==> images/zoom.png <==
Window x 47 to 87, y 47 to 87 µm. Cells in gray, sequential cells in the stronger gray; small squares are vias.
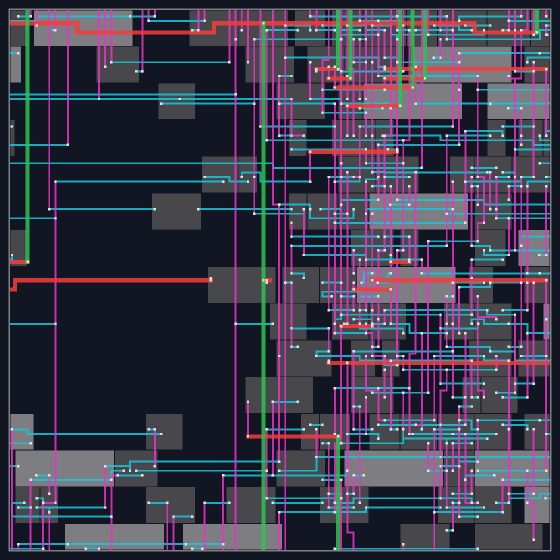
==> images/pins.png <==
Drawn at 4 px/µm. Pins as bars across the die edge, other pins in gray.
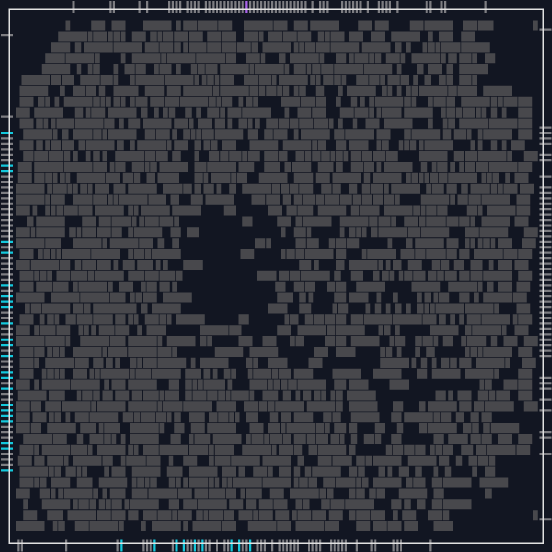
==> images/metal_stack.png <==
Drawn at 3 px/µm. Two of the layers only.
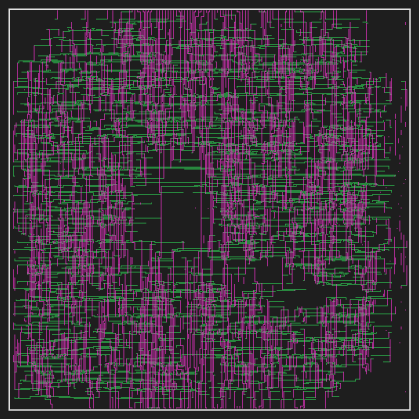
==> images/met2.png <==
Drawn at 3 px/µm. Cells faint in the background.
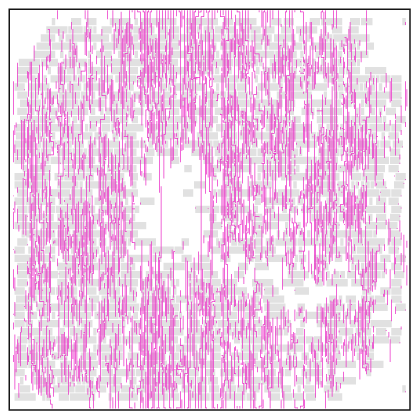
**src/rtl/if_pkg.sv**
```systemverilog
// Shared IF-stage definitions: fetch constants and the IF/ID pipeline register layout.
package if_pkg;
  localparam int unsigned INSTR_W = 32;
  localparam int unsigned ADDR_W  = 32;

  localparam logic [ADDR_W-1:0]  RESET_PC  = 32'h0000_0000;
  localparam logic [ADDR_W-1:0]  PC_INC    = 32'd4;
  localparam logic [INSTR_W-1:0] NOP_INSTR = 32'h0000_0000;

  typedef struct packed {
    logic [INSTR_W-1:0] instr;
    logic [ADDR_W-1:0]  pc;
    logic [ADDR_W-1:0]  pc4;
    logic               valid;
  } if_id_t;

  function automatic logic [ADDR_W-1:0] word_align(input logic [ADDR_W-1:0] a);
    return {a[ADDR_W-1:2], 2'b00};
  endfunction
endpackage

```
**src/rtl/fetch_hold_buf.sv**
```systemverilog
// Single-entry skid register: keeps the instruction returned during a stall,
// because the memory output moves on to the next address while IF/ID is frozen.
module fetch_hold_buf
  import if_pkg::*;
(
  input  logic               clk,
  input  logic               rst,
  input  logic               capture,
  input  logic               clear,
  input  logic [INSTR_W-1:0] data_in,
  output logic [INSTR_W-1:0] data_src,
  output logic               held_valid
);
  logic [INSTR_W-1:0] held_data;

  always_ff @(posedge clk) begin
    if (rst) begin
      held_data  <= '0;
      held_valid <= 1'b0;
    end else if (clear) begin
      held_valid <= 1'b0;
    end else if (capture && !held_valid) begin
      held_data  <= data_in;
      held_valid <= 1'b1;
    end
  end

  assign data_src = held_valid ? held_data : data_in;
endmodule

```
**src/rtl/if_fetch_unit.sv**
```systemverilog
// Instruction-fetch stage: owns the PC, tracks the in-flight Instruc_Mem read
// and loads the IF/ID register, with stall, redirect/flush and skid hold.
module if_fetch_unit #(
  parameter logic [31:0] RESET_PC  = if_pkg::RESET_PC,
  parameter logic [31:0] PC_INC    = if_pkg::PC_INC,
  parameter logic [31:0] NOP_INSTR = if_pkg::NOP_INSTR
) (
  input  logic        clk,
  input  logic        rst,
  input  logic        stall_i,
  input  logic        redirect_i,
  input  logic [31:0] redirect_pc_i,
  output logic [31:0] imem_addr_o,
  input  logic [31:0] imem_data_i,
  output logic [31:0] if_id_instr_o,
  output logic [31:0] if_id_pc_o,
  output logic [31:0] if_id_pc4_o,
  output logic        if_id_valid_o,
  output logic [31:0] fetch_count_o
);
  import if_pkg::*;

  logic [ADDR_W-1:0]  pc;
  logic [ADDR_W-1:0]  req_pc;
  logic               req_valid;
  if_id_t             if_id;
  logic [31:0]        fetch_count;
  logic [INSTR_W-1:0] data_src;
  logic               held_valid;
  logic               hold_capture;
  logic               hold_clear;

  // Capture only while truly stalled; any redirect or advance empties the buffer.
  assign hold_capture = stall_i && !redirect_i && req_valid;
  assign hold_clear   = redirect_i || !stall_i;

  fetch_hold_buf u_hold (
    .clk        (clk),
    .rst        (rst),
    .capture    (hold_capture),
    .clear      (hold_clear),
    .data_in    (imem_data_i),
    .data_src   (data_src),
    .held_valid (held_valid)
  );

  always_ff @(posedge clk) begin
    if (rst) begin
      pc          <= RESET_PC;
      req_pc      <= '0;
      req_valid   <= 1'b0;
      if_id.instr <= NOP_INSTR;
      if_id.pc    <= '0;
      if_id.pc4   <= '0;
      if_id.valid <= 1'b0;
      fetch_count <= '0;
    end else if (redirect_i) begin
      pc          <= word_align(redirect_pc_i);
      req_valid   <= 1'b0;
      if_id.instr <= NOP_INSTR;
      if_id.valid <= 1'b0;
    end else if (!stall_i) begin
      if_id.instr <= req_valid ? data_src : NOP_INSTR;
      if_id.pc    <= req_pc;
      if_id.pc4   <= req_pc + 32'd4;
      if_id.valid <= req_valid;
      req_pc      <= pc;
      req_valid   <= 1'b1;
      pc          <= pc + PC_INC;
      fetch_count <= fetch_count + {31'd0, req_valid};
    end
  end

  assign imem_addr_o   = word_align(pc);
  assign if_id_instr_o = if_id.instr;
  assign if_id_pc_o    = if_id.pc;
  assign if_id_pc4_o   = if_id.pc4;
  assign if_id_valid_o = if_id.valid;
  assign fetch_count_o = fetch_count;
endmodule
```
**config.mk**
```make
export PLATFORM = sky130hd
export DESIGN_NAME = if_fetch_unit
export DESIGN_NICKNAME = d
export VERILOG_FILES = /design/src/rtl/if_pkg.sv /design/src/rtl/fetch_hold_buf.sv /design/src/rtl/if_fetch_unit.sv
export SDC_FILE = /design/constraint.sdc
export NUM_CORES = 1
export LEC_CHECK = 0
export CAP_MARGIN = 20
export CORE_UTILIZATION = 56
export CTS_BUF_LIST = sky130_fd_sc_hd__clkbuf_8
export DETAILED_ROUTE_END_ITERATION = 6
export PLACE_DENSITY = 0.89
export REMOVE_ABC_BUFFERS = 1
export SYNTH_ARGS = -nofsm -noshare
export SYNTH_HDL_FRONTEND = slang
export SYNTH_SLANG_ARGS = --single-unit
```
**constraint.sdc**
```tcl
create_clock -name clk -period 4.4 [get_ports clk]
set_input_delay 0.66 -clock clk [delete_from_list [all_inputs] [get_ports clk]]
set_output_delay 0.66 -clock clk [all_outputs]
set_load 0.03 [all_outputs]
```
==> qor.txt <==
Number of tap cells inserted = 220
Clk_skew = 0.0212 ns
Time the worst path needs with I/O delays and setup = 2.66 ns
Worst hold margin = 0.452 ns
Most instantiated cells after synthesis = sky130_fd_sc_hd__dfxtp_1 (219), sky130_fd_sc_hd__nand2_1 (217), sky130_fd_sc_hd__a21oi_1 (121), sky130_fd_sc_hd__nor2_1 (100), sky130_fd_sc_hd__clkbuf_1 (69)
Filler Cell Count = 1234
Clock Network Area Fraction = 0.0587
Multi-input gate area = 4820 µm²
Final setup slack of the worst path = 1.74 ns
Proportion of cell area occupied by registers = 0.349
Slowest stage cell on the critical path = sky130_fd_sc_hd__or4_1
Status = finished clean
Slack of the worst reg-to-reg path = 1.78 ns
Comb_multi_in = 834
Adder share = 0.00520
Number of max-slew violations in the final report = 0
Met1 global-route usage = 0.364
Number of warnings in the stage logs = 27
Number of sinks handled by clock tree synthesis = 219
Maximum fanout encountered on the critical timing path = 16
Largest stage delay on the critical path = 0.67 ns
Async S/R FF share, synth = 0
Critical path start-end classification = in2reg
Critical Path RT = 4.84 ns
Number of flip-flops and latches in the synthesized netlist = 219
Port Buf Inserts = 220
Synth top area share = 0.456
Yosys Instances = 1157
Critical Path End Type = flop
# H-tree levels = 2
Dominant register cell in the synthesized netlist = sky130_fd_sc_hd__dfxtp_1
Total area of sequential cells = 4380 µm²
Clock buffer instance count of the final layout = 47
Cell class ranked first by area = multi-input combinational cells
Clock Tree Buf Depth = 3
Rows = 47
Dominant combinational family = simple AND/OR/NAND/NOR gates
Yosys chip area = 9620 µm²
Buffer type at the clock tree root = sky130_fd_sc_hd__clkbuf_8
I/O pin cnt = 229
Clock tree from TritonCTS = done
Notes on zoom.png above:
met2 -> magenta
met3 -> red
met1 -> cyan
met4 -> green
cells with their middle in the window = 87
most frequent = dfxtp_1 (11), clkdlybuf4s50_1 (9)
netlist names of flops here include = pc (7), fetch_count_o (2)
sequential cells in the window = 11

Notes on pins.png above:
redirect_i -> purple  # pins 1, direction input, edge top
if_id_instr_o -> cyan  # pins 32, direction output, edge 23 left, 9 bottom
all pins by edge = 65 left, 62 top, 53 bottom, 49 right

Notes on metal_stack.png above:
met1 -> green  # wire length 10800 µm
met2 -> magenta  # wire length 12800 µm
total wire length: 26500 µm
via count of the routed design: 9391
WL per Instance: 16.7 µm

Notes on met2.png above:
main direction = vertical
share of all routed wire = 48%
nets with wire on the layer = 1212
M2 GR Usage: 0.481

-- flip-flops by register name, indices dropped and copies added, names as in the netlist --
name / count
fetch_count_o: 32
if_id_instr_o: 32
if_id_pc4_o: 30
if_id_pc_o: 30
if_id_valid_o: 1
pc: 30
req_pc: 30
req_valid: 1
u_hold.held_data: 32
u_hold.held_valid: 1
-- layer usage --
| metal | share of wire | vias up |
|---|---|---|
| met5 | 0 | - |
| met4 | 0.031 | 0 |
| met1 | 0.41 | 4456 |
| met3 | 0.078 | 69 |
| met2 | 0.48 | 355 |
| li1 | - | 4511 |
-- power by group --
part | total (µW) | internal, µW | switching, µW
clock | 1810 | 1010 | 800
sequential | 2100 | 2040 | 65.8
combinational | 445 | 189 | 255
total | 4360 | 3240 | 1120
-- worst max-delay path, delay by kind of cell --
| family | cells | cell delay, ns |
|---|---|---|
| compound gates | 1 | 0.14 |
| buf+inv | 2 | 0.90 |
| simple gates | 3 | 1.39 |
-- how the worst max path moves through the flow --
stage	cells after the start	to	slack, ns	startpoint
final	6	fetch_count_o[25]	1.74	redirect_i
after global placement	5	fetch_count_o[28]	1.28	redirect_i
after detailed placement	6	fetch_count_o[25]	1.25	redirect_i
after floorplan	4	fetch_count_o[25]	-1.92	redirect_i
after CTS	6	fetch_count_o[25]	1.78	redirect_i
after global routing	6	fetch_count_o[25]	1.60	redirect_i
-- metrics by stage --
stage,area [µm²],TNS [ns],power [µW]
6_report,12600,0,4360
5_1_grt,12600,0,4510
4_1_cts,12600,0,4380
3_5_place_dp,11800,0,2580
3_3_place_gp,11800,0,2570
2_1_floorplan,9240,-46.33,2350
Power is estimated from default activity; no workload was simulated.
